`src/rtl/morse_key_number_encoder.sv`:
```
// Times presses on a Morse key, classifies dot/dash and decodes a character to a 4-bit value.
// Define MORSE_HEX_LETTERS_EN to also accept the letters A-F (values 10-15).
module morse_key_number_encoder #(
  parameter int CNT_W      = 16,
  parameter int MIN_PRESS  = 2,
  parameter int DOT_MAX    = 4,
  parameter int GAP_CYCLES = 10
) (
  input  logic       clk,
  input  logic       rst,
  input  logic       key_in,
  input  logic       timeout,
  output logic [3:0] number,
  output logic       number_valid,
  output logic       error,
  output logic [2:0] sym_count,
  output logic       busy
);

  typedef enum logic [1:0] {
    S_IDLE   = 2'd0,
    S_PRESS  = 2'd1,
    S_GAP    = 2'd2,
    S_DECODE = 2'd3
  } state_t;

  localparam logic [CNT_W-1:0] CNT_ONE     = CNT_W'(1);
  localparam logic [CNT_W-1:0] CNT_MAX     = '1;
  localparam logic [CNT_W-1:0] MIN_PRESS_C = CNT_W'(MIN_PRESS);
  localparam logic [CNT_W-1:0] DOT_MAX_C   = CNT_W'(DOT_MAX);
  // Gap counter already includes the low cycle seen in PRESS, so expiry is one short.
  localparam logic [CNT_W-1:0] GAP_LAST_C  = CNT_W'(GAP_CYCLES - 1);
  localparam logic [2:0]       SYM_MAX     = 3'd5;

  logic             key_meta_q;
  logic             key_s_q;
  state_t           state_q,     state_d;
  logic [CNT_W-1:0] press_cnt_q, press_cnt_d;
  logic [CNT_W-1:0] gap_cnt_q,   gap_cnt_d;
  logic [4:0]       pattern_q,   pattern_d;
  logic [2:0]       sym_count_q, sym_count_d;
  logic             overflow_q,  overflow_d;
  logic [3:0]       number_q,    number_d;
  logic             valid_q,     valid_d;
  logic             error_q,     error_d;

  logic             dec_hit;
  logic [3:0]       dec_val;
  logic             is_dash;

  always_ff @(posedge clk or posedge rst) begin
    if (rst) begin
      key_meta_q <= 1'b0;
      key_s_q    <= 1'b0;
    end else begin
      key_meta_q <= key_in;
      key_s_q    <= key_meta_q;
    end
  end

  // Pattern holds only the captured symbols (upper bits zero), so length+bits is a unique key.
  always_comb begin
    dec_hit = 1'b1;
    dec_val = 4'd0;
    case ({sym_count_q, pattern_q})
      {3'd5, 5'b11111}: dec_val = 4'd0;
      {3'd5, 5'b01111}: dec_val = 4'd1;
      {3'd5, 5'b00111}: dec_val = 4'd2;
      {3'd5, 5'b00011}: dec_val = 4'd3;
      {3'd5, 5'b00001}: dec_val = 4'd4;
      {3'd5, 5'b00000}: dec_val = 4'd5;
      {3'd5, 5'b10000}: dec_val = 4'd6;
      {3'd5, 5'b11000}: dec_val = 4'd7;
      {3'd5, 5'b11100}: dec_val = 4'd8;
      {3'd5, 5'b11110}: dec_val = 4'd9;
`ifdef MORSE_HEX_LETTERS_EN
      {3'd2, 5'b00001}: dec_val = 4'd10;
      {3'd4, 5'b01000}: dec_val = 4'd11;
      {3'd4, 5'b01010}: dec_val = 4'd12;
      {3'd3, 5'b00100}: dec_val = 4'd13;
      {3'd1, 5'b00000}: dec_val = 4'd14;
      {3'd4, 5'b00010}: dec_val = 4'd15;
`endif
      default:          dec_hit = 1'b0;
    endcase
  end

  assign is_dash = (press_cnt_q > DOT_MAX_C);

  always_comb begin
    state_d     = state_q;
    press_cnt_d = press_cnt_q;
    gap_cnt_d   = gap_cnt_q;
    pattern_d   = pattern_q;
    sym_count_d = sym_count_q;
    overflow_d  = overflow_q;
    number_d    = number_q;
    valid_d     = 1'b0;
    error_d     = 1'b0;

    if (timeout) begin
      state_d     = S_IDLE;
      pattern_d   = 5'd0;
      sym_count_d = 3'd0;
      overflow_d  = 1'b0;
    end else begin
      case (state_q)
        S_IDLE: begin
          if (key_s_q) begin
            state_d     = S_PRESS;
            press_cnt_d = CNT_ONE;
          end
        end
        S_PRESS: begin
          if (key_s_q) begin
            if (press_cnt_q != CNT_MAX) press_cnt_d = press_cnt_q + CNT_ONE;
          end else if (press_cnt_q < MIN_PRESS_C) begin
            state_d   = (sym_count_q != 3'd0) ? S_GAP : S_IDLE;
            gap_cnt_d = CNT_ONE;
          end else begin
            if (sym_count_q == SYM_MAX) begin
              overflow_d = 1'b1;
            end else begin
              pattern_d   = {pattern_q[3:0], is_dash};
              sym_count_d = sym_count_q + 3'd1;
            end
            state_d   = S_GAP;
            gap_cnt_d = CNT_ONE;
          end
        end
        S_GAP: begin
          if (key_s_q) begin
            state_d     = S_PRESS;
            press_cnt_d = CNT_ONE;
          end else if (gap_cnt_q >= GAP_LAST_C) begin
            state_d = S_DECODE;
          end else if (gap_cnt_q != CNT_MAX) begin
            gap_cnt_d = gap_cnt_q + CNT_ONE;
          end
        end
        S_DECODE: begin
          if (dec_hit && !overflow_q) begin
            number_d = dec_val;
            valid_d  = 1'b1;
          end else begin
            error_d = 1'b1;
          end
          pattern_d   = 5'd0;
          sym_count_d = 3'd0;
          overflow_d  = 1'b0;
          state_d     = S_IDLE;
        end
        default: state_d = S_IDLE;
      endcase
    end
  end

  always_ff @(posedge clk or posedge rst) begin
    if (rst) begin
      state_q     <= S_IDLE;
      press_cnt_q <= '0;
      gap_cnt_q   <= '0;
      pattern_q   <= 5'd0;
      sym_count_q <= 3'd0;
      overflow_q  <= 1'b0;
      number_q    <= 4'd0;
      valid_q     <= 1'b0;
      error_q     <= 1'b0;
    end else begin
      state_q     <= state_d;
      press_cnt_q <= press_cnt_d;
      gap_cnt_q   <= gap_cnt_d;
      pattern_q   <= pattern_d;
      sym_count_q <= sym_count_d;
      overflow_q  <= overflow_d;
      number_q    <= number_d;
      valid_q     <= valid_d;
      error_q     <= error_d;
    end
  end

  assign number       = number_q;
  assign number_valid = valid_q;
  assign error        = error_q;
  assign sym_count    = sym_count_q;
  assign busy         = (state_q != S_IDLE);

endmodule

```
`config.mk`:
```
export PLATFORM = sky130hd
export DESIGN_NAME = morse_key_number_encoder
export DESIGN_NICKNAME = d
export VERILOG_FILES = /design/src/rtl/morse_key_number_encoder.sv
export SDC_FILE = /design/constraint.sdc
export NUM_CORES = 1
export LEC_CHECK = 0
export CAP_MARGIN = 20
export CORE_ASPECT_RATIO = 0.5
export CORE_MARGIN = 1.5
export CORE_UTILIZATION = 45
export CTS_CLUSTER_DIAMETER = 40
export DETAILED_ROUTE_END_ITERATION = 8
export GPL_TIMING_DRIVEN = 0
export PLACE_DENSITY = 0.74
export SYNTH_ARGS = -nofsm -noshare
export SYNTH_HDL_FRONTEND = slang
export SYNTH_SLANG_ARGS = --single-unit
```
`constraint.sdc`:
```
create_clock -name clk -period 2 [get_ports clk]
set_input_delay 0.4 -clock clk [delete_from_list [all_inputs] [get_ports clk]]
set_output_delay 0.4 -clock clk [all_outputs]
set_load 0.1 [all_outputs]
```
Figure 1. Supply network (run 1).
The bar under the picture is 20 um long. Pins as bars on the die edge. Tap cells in grey.
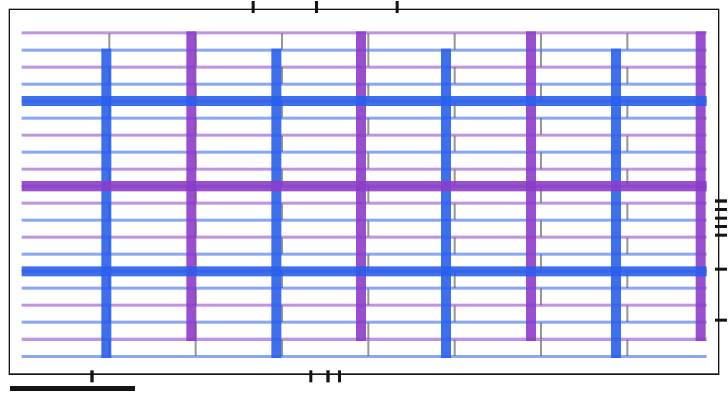
colour	net
blue	VSS
purple	VDD
tap cells	73
met1 rails	20
rows	19

Figure 2. Cell classes on the final placement (run 1).
The bar under the picture is 20 um long.
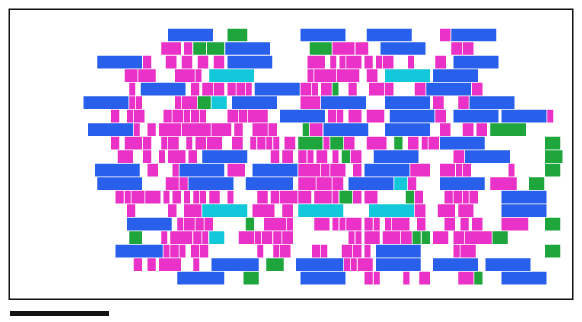
colour	class	cells
magenta	remaining logic cells	227
cyan	clock drivers and dummy loads	8
blue	registers	51
green	remaining buffers and delay cells	28

Figure 3. Routed clock nets over the placement (run 1).
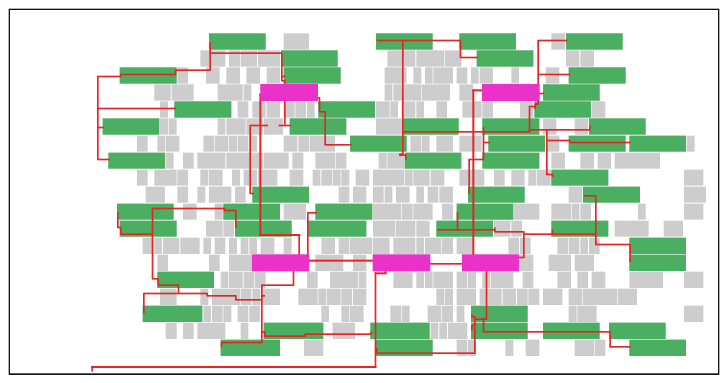
[green] flip-flops | count: 51
[red] clock wires | length: 647 um
[magenta] clock-net drivers | count: 5
flops lie	all over the die
routed clock nets	6

==> results_slide.txt, run 1 <==
Synthesis and Place & Route Summary

Synthesis
  • XOR/XNOR Area Share: 0.6416%
  • Post-synth design cell area: 2730 um^2
  • Post-synth top flop: sky130_fd_sc_hd__dfrtp_1
  • Arithmetic-cell share of the synthesized area counting full adders, half adders and majority gates: 3.666%
  • Most common cell in the synthesized netlist: sky130_fd_sc_hd__dfrtp_1
  • Biggest area consumer among synthesized cells: sky130_fd_sc_hd__dfrtp_1
  • Portion of the post-synthesis area used by sequential elements: 46.75%

Global routing
  • GR Util met3: 3.766%
  • Number of antenna violations at the first check in global routing: 0
  • Met1 GRT Util: 27.48%
  • Number of global-route vias before repair: 2135
  • Maximum number of pins on one net before global-route repair: 36
  • Gr ovfl total: 0
  • Total Routing Usage GR: 19.72%

Place
  • Port Buffer Count: 13
  • Global placer's final weighted congestion: 0.8556
  • Inst Count DP: 377
  • Pre-CTS setup slack: -0.7714 ns

Worst setup path
  • Timing startpoint of the critical path: sym_count[2]
  • Kind of capture point of the worst setup path: output pin
  • Delay contributed by the slowest stage of the critical path: 0.85 ns
  • Buffers plus inverters on the worst setup path: 1
  • Critical-path cell list: clkdlybuf4s15_1
  • Worst EP arrival: 1.58 ns
  • Termination of the worst setup path: sym_count[2]
  • Reg2reg path depth: 7
  • CP max-delay cell: sky130_fd_sc_hd__clkdlybuf4s15_1

CTS
  • Clock tree root buffer cell: sky130_fd_sc_hd__clkbuf_16
  • Worst-Skew Late Latency: 0.29 ns
  • Max Root-Sink Buffers: 2
  • PostCTS Resize Cnt: 26
  • Clock tree from TritonCTS: built

Power and ir drop
  • Power share of the clock group: 37.2%
  • Leakage: 0.001461 uW
  • Seq power: 1130 uW
  • Maximum vdd drop: 436.0 uV
  • Cell internal pwr: 1651 uW
  • Power attributed to combinational cells: 336 uW

Min path
  • Classification of the worst-slack hold path: reg -> reg
  • Endpoint of the worst hold path: key_s_q
  • Hold Path Stages: 0

Floorplan
  • Height of the die: 58.08 um

Routing
  • DRC violations left: 0
  • Final wirelength: 6.110 mm
  • Post-route antenna net violation count: 0
  • Number of detailed-routing iterations run before antenna repair: 6
  • Total length of routed met3 wires: 281 um
  • DR WL met2: 2.777 mm
  • Via count normalized by instance count: 5.984

Layout
  • Leading registers by flop count: gap_cnt_q: 16 flops, press_cnt_q: 16 flops, pattern_q: 5 flops
  • Synth-to-layout area growth: 16.68%
  • Number of standard cells in the layout, taps in and fillers out: 387
  • Final cell area excluding filler cells: 3186 um^2
  • Sequential cell area: 1282 um^2
  • Share of cell area taken by flip-flops and latches: 40.26%
  • # fillers: 502
  • Proportion of cell area occupied by multi-input gates: 43.32%
  • Layout non-clock buf frac: 7.188%
  • Seq Cell Count: 51

Timing
  • Share of the cycle needed by the critical path after routing: 98.89%
  • Fin worst setup slack: 0.02215 ns

Flow run
  • Total tool warning count: 32

Outcome
  • Run status: complete, no violations
==> run 2, diff against run 1 <==
--- a/config.mk
+++ b/config.mk
@@ -16,3 +16,4 @@
 export SYNTH_ARGS = -nofsm -noshare
 export SYNTH_HDL_FRONTEND = slang
 export SYNTH_SLANG_ARGS = --single-unit
+export TNS_END_PERCENT = 1
==> run 2 against run 1 <==
Total power increased by 4.0%. Final area decreased by 0.79%. Routed wire length decreased by 4.8%. Critical path type is now in -> reg.
==> results_slide.txt, run 2 <==
Synthesis and Place & Route Summary

Outcome
  • Run status: complete, no violations

Routing
  • DR WL met2: 2.716 mm (-2.2%)
  • Total length of routed met3 wires: 312 um (+11%)
  • Via count normalized by instance count: 5.896 (-1.5%)
  • Post-route antenna net violation count: 0 (unchanged)
  • Final wirelength: 5.815 mm (-4.8%)
  • Total number of vias: 2264

Min path
  • Endpoint of the worst hold path: key_s_q
  • Classification of the worst-slack hold path: reg -> reg
  • Hold Path Stages: 0 (unchanged)
  • Startpoint of the lowest-slack hold path: key_meta_q

Global routing
  • Routing layer with the top usage in global route: met2
  • GR Util met3: 4.393% (+0.63 points)
  • Number of global-route vias before repair: 2118 (-0.80%)
  • Number of antenna violations at the first check in global routing: 0 (unchanged)
  • Maximum number of pins on one net before global-route repair: 35 (-2.8%)
  • Total Routing Usage GR: 19.31% (-0.41 points)
  • First-pass GRT wire length: 9.860 mm
  • Met1 GRT Util: 25.60% (-1.9 points)
  • Gr ovfl total: 0 (unchanged)

Synthesis
  • XOR/XNOR Area Share: 0.6416% (unchanged)
  • Post-synth design cell area: 2730 um^2 (unchanged)
  • Biggest area consumer among synthesized cells: sky130_fd_sc_hd__dfrtp_1
  • Most common cell in the synthesized netlist: sky130_fd_sc_hd__dfrtp_1
  • Number of standard cells after synthesis: 290
  • Arithmetic-cell share of the synthesized area counting full adders, half adders and majority gates: 3.666% (unchanged)
  • Post-synth top flop: sky130_fd_sc_hd__dfrtp_1
  • Portion of the post-synthesis area used by sequential elements: 46.75% (unchanged)

Worst setup path
  • CP max-delay cell: sky130_fd_sc_hd__or4_4
  • Critical-path cell list: clkdlybuf4s50_1 > buf_6 > or4_4 > or2_4 > mux2_4
  • Termination of the worst setup path: number[0]
  • Worst EP arrival: 2.15 ns (+0.57 ns)
  • Reg2reg path depth: 6 (-1)
  • Kind of capture point of the worst setup path: flip-flop
  • Buffers plus inverters on the worst setup path: 2 (+1)
  • Delay contributed by the slowest stage of the critical path: 0.51 ns (-0.34 ns)
  • Timing startpoint of the critical path: timeout

Timing
  • Fin worst setup slack: 0.02741 ns (+0.005259 ns)
  • Share of the cycle needed by the critical path after routing: 98.63% (-0.26 points)
  • Max frequency: 506.9 MHz

CTS
  • Max Root-Sink Buffers: 2 (unchanged)
  • PostCTS Resize Cnt: 20 (-23%)
  • Worst-Skew Late Latency: 0.29 ns (about the same)
  • Clock tree root buffer cell: sky130_fd_sc_hd__clkbuf_16
  • Clock tree from TritonCTS: built

Layout
  • Proportion of cell area occupied by multi-input gates: 43.43% (+0.11 points)
  • # fillers: 475 (-5.4%)
  • Number of standard cells in the layout, taps in and fillers out: 384 (-0.78%)
  • Final cell area excluding filler cells: 3161 um^2 (-0.79%)
  • Sequential cell area: 1280 um^2 (-0.19%)
  • Seq Cell Count: 51 (unchanged)
  • Share of cell area taken by flip-flops and latches: 40.50% (+0.24 points)
  • Synth-to-layout area growth: 15.77%

Place
  • Port Buffer Count: 13 (unchanged)
  • Pre-CTS setup slack: -0.7678 ns (+0.003584 ns)
  • Global placer's final weighted congestion: 0.8644 (+1.0%)

Power and ir drop
  • Power attributed to combinational cells: 324 uW (-4%)
  • Cell internal pwr: 1767 uW (+7.0%)
  • Power share of the clock group: 40.2% (+3.0 points)

Flow run
  • Total tool warning count: 34 (+6.3%)
Figure 4. Supply network (run 2).
The bar under the picture is 20 um long. Pins as bars on the die edge. Tap cells in grey.
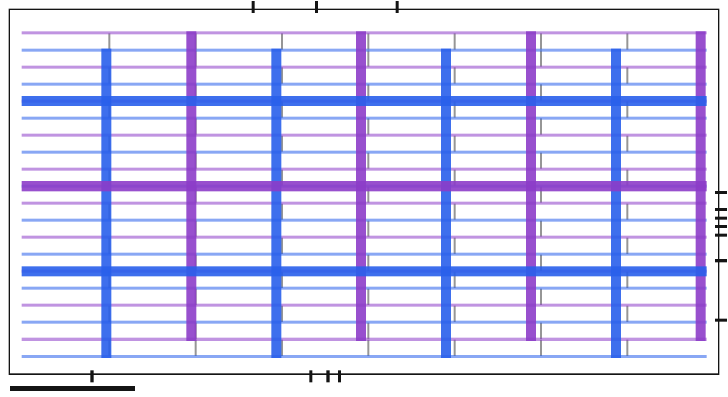
maximum vdd drop: 353.4 uV
DIE WIDTH: 113.2 um
core area: 5658 um^2

Figure 5. Cell classes on the final placement (run 2).
The bar under the picture is 20 um long.
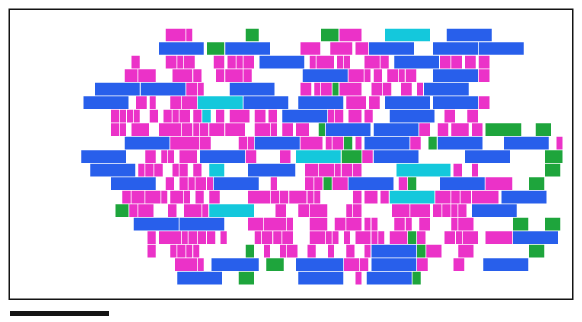
colour	class	cells
magenta	remaining logic cells	227
green	remaining buffers and delay cells	25
blue	registers	51
cyan	clock drivers and dummy loads	8

==> run 3, diff against run 2 <==
--- a/config.mk
+++ b/config.mk
@@ -12,6 +12,7 @@
 export CTS_CLUSTER_DIAMETER = 40
 export DETAILED_ROUTE_END_ITERATION = 8
 export GPL_TIMING_DRIVEN = 0
+export MAX_ROUTING_LAYER = met4
 export PLACE_DENSITY = 0.74
 export SYNTH_ARGS = -nofsm -noshare
 export SYNTH_HDL_FRONTEND = slang
==> run 3 against run 2 <==
Synthesized area unchanged. Final area unchanged. Critical path type unchanged. Global-route usage is 0.65 points higher. Critical endpoint unchanged. Die size stayed put.
==> results_slide.txt, run 3 <==
Synthesis and Place & Route Summary

Outcome
  • Run status: complete, no violations

Global routing
  • Number of antenna violations at the first check in global routing: 0 (unchanged)
  • Maximum number of pins on one net before global-route repair: 35 (unchanged)
  • Met1 GRT Util: 25.74% (+0.13 points)
  • Number of global-route vias before repair: 2120 (+0.094%)
  • First-pass GRT wire length: 9.860 mm (unchanged)
  • Routing layer with the top usage in global route: met2
  • GR Util met3: 4.393% (unchanged)
  • Gr ovfl total: 0 (unchanged)
  • Total Routing Usage GR: 19.96% (+0.65 points)

Synthesis
  • Most common cell in the synthesized netlist: sky130_fd_sc_hd__dfrtp_1
  • Post-synth net total: 302
  • Biggest area consumer among synthesized cells: sky130_fd_sc_hd__dfrtp_1
  • Arithmetic-cell share of the synthesized area counting full adders, half adders and majority gates: 3.666% (unchanged)
  • Number of distinct library cell variants in the gate-level netlist after synthesis: 55
  • XOR/XNOR Area Share: 0.6416% (unchanged)
  • Synthesized registers: 51
  • Post-synth design cell area: 2730 um^2 (unchanged)
  • Number of standard cells after synthesis: 290 (unchanged)
  • Portion of the post-synthesis area used by sequential elements: 46.75% (unchanged)
  • Post-synth top flop: sky130_fd_sc_hd__dfrtp_1
  • Largest cells by area after synthesis: sky130_fd_sc_hd__dfrtp_1 (47%), sky130_fd_sc_hd__nand2_1 (4.7%), sky130_fd_sc_hd__ha_1 (3.7%)

Min path
  • Startpoint of the lowest-slack hold path: key_meta_q
  • Classification of the worst-slack hold path: reg -> reg
  • Hold Path Stages: 0 (unchanged)
  • Endpoint of the worst hold path: key_s_q

Power and ir drop
  • Power attributed to combinational cells: 325 uW (about the same)
  • Power share of the clock group: 40.3% (about the same)
  • Maximum vdd drop: 353.6 uV (about the same)

Layout
  • Most instantiated logic cell after routing: sky130_fd_sc_hd__dfrtp_1
  • Proportion of cell area occupied by multi-input gates: 43.43% (unchanged)
  • Seq Cell Count: 51 (unchanged)
  • Number of standard cells in the layout, taps in and fillers out: 384 (unchanged)
  • # fillers: 475 (unchanged)
  • Sequential cell area: 1280 um^2 (unchanged)
  • Synth-to-layout area growth: 15.77% (unchanged)

CTS
  • Clock tree from TritonCTS: built
  • Worst-Skew Late Latency: 0.30 ns (about the same)
  • Max Root-Sink Buffers: 2 (unchanged)
  • PostCTS Resize Cnt: 20 (unchanged)
  • Clock tree root buffer cell: sky130_fd_sc_hd__clkbuf_16

Timing
  • Sum Neg Setup Slack: 0 ns
  • Max frequency: 506.4 MHz (-0.10%)
  • Fin worst setup slack: 0.02536 ns (-0.002048 ns)
  • Share of the cycle needed by the critical path after routing: 98.73% (+0.10 points)
  • Count of final setup violators: 0

Worst setup path
  • Worst EP arrival: 2.15 ns (about the same)
  • Buffers plus inverters on the worst setup path: 2 (unchanged)
  • Reg2reg path depth: 6 (unchanged)
  • Delay contributed by the slowest stage of the critical path: 0.51 ns (about the same)
  • Critical-path cell list: clkdlybuf4s50_1 > buf_6 > or4_4 > or2_4 > mux2_4
  • CP max-delay cell: sky130_fd_sc_hd__or4_4
  • Register-to-register path setup slack: 0.06 ns
  • Timing startpoint of the critical path: timeout
  • Termination of the worst setup path: number[0]
  • Kind of capture point of the worst setup path: flip-flop

Flow run
  • Total tool warning count: 34 (unchanged)

Routing
  • Via count normalized by instance count: 5.940 (+0.75%)
  • Total number of vias: 2281 (+0.75%)
  • Final wirelength: 5.824 mm (+0.15%)
  • Post-route antenna net violation count: 0 (unchanged)
  • Total length of routed met3 wires: 303 um (-2.9%)
  • DR WL met2: 2.693 mm (-0.85%)

Floorplan
  • Core area: 5658 um^2 (unchanged)
  • DIE WIDTH: 113.2 um (unchanged)
  • Tapcell Cnt: 73

Place
  • Global placer's final weighted congestion: 0.8784 (+1.6%)
  • Port Buffer Count: 13 (unchanged)
  • Pre-CTS setup slack: -0.7678 ns (unchanged)
Figure 6. Wiring by layer (run 3).
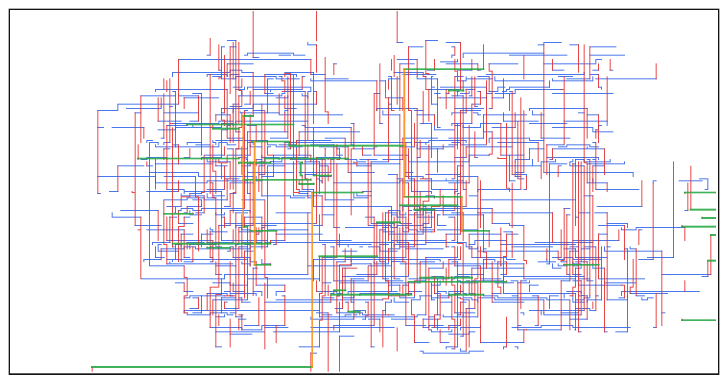
colour	layer	wire length
blue	M1	2740 um
orange	M4	91.1 um
red	M2	2690 um
green	M3	303 um

Figure 7. Cell classes on the final placement (run 3).
The bar under the picture is 20 um long.
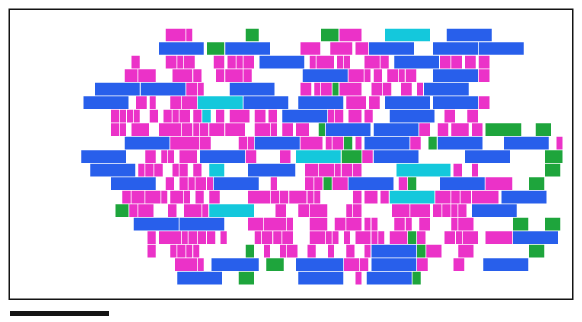
standard-cell rows: 19
final cell area excluding filler cells: 3161 um^2
share of cell area taken by flip-flops and latches: 40.50%
Post-Route Utilization: 55.86%

Power is estimated from default activity; no workload was simulated.
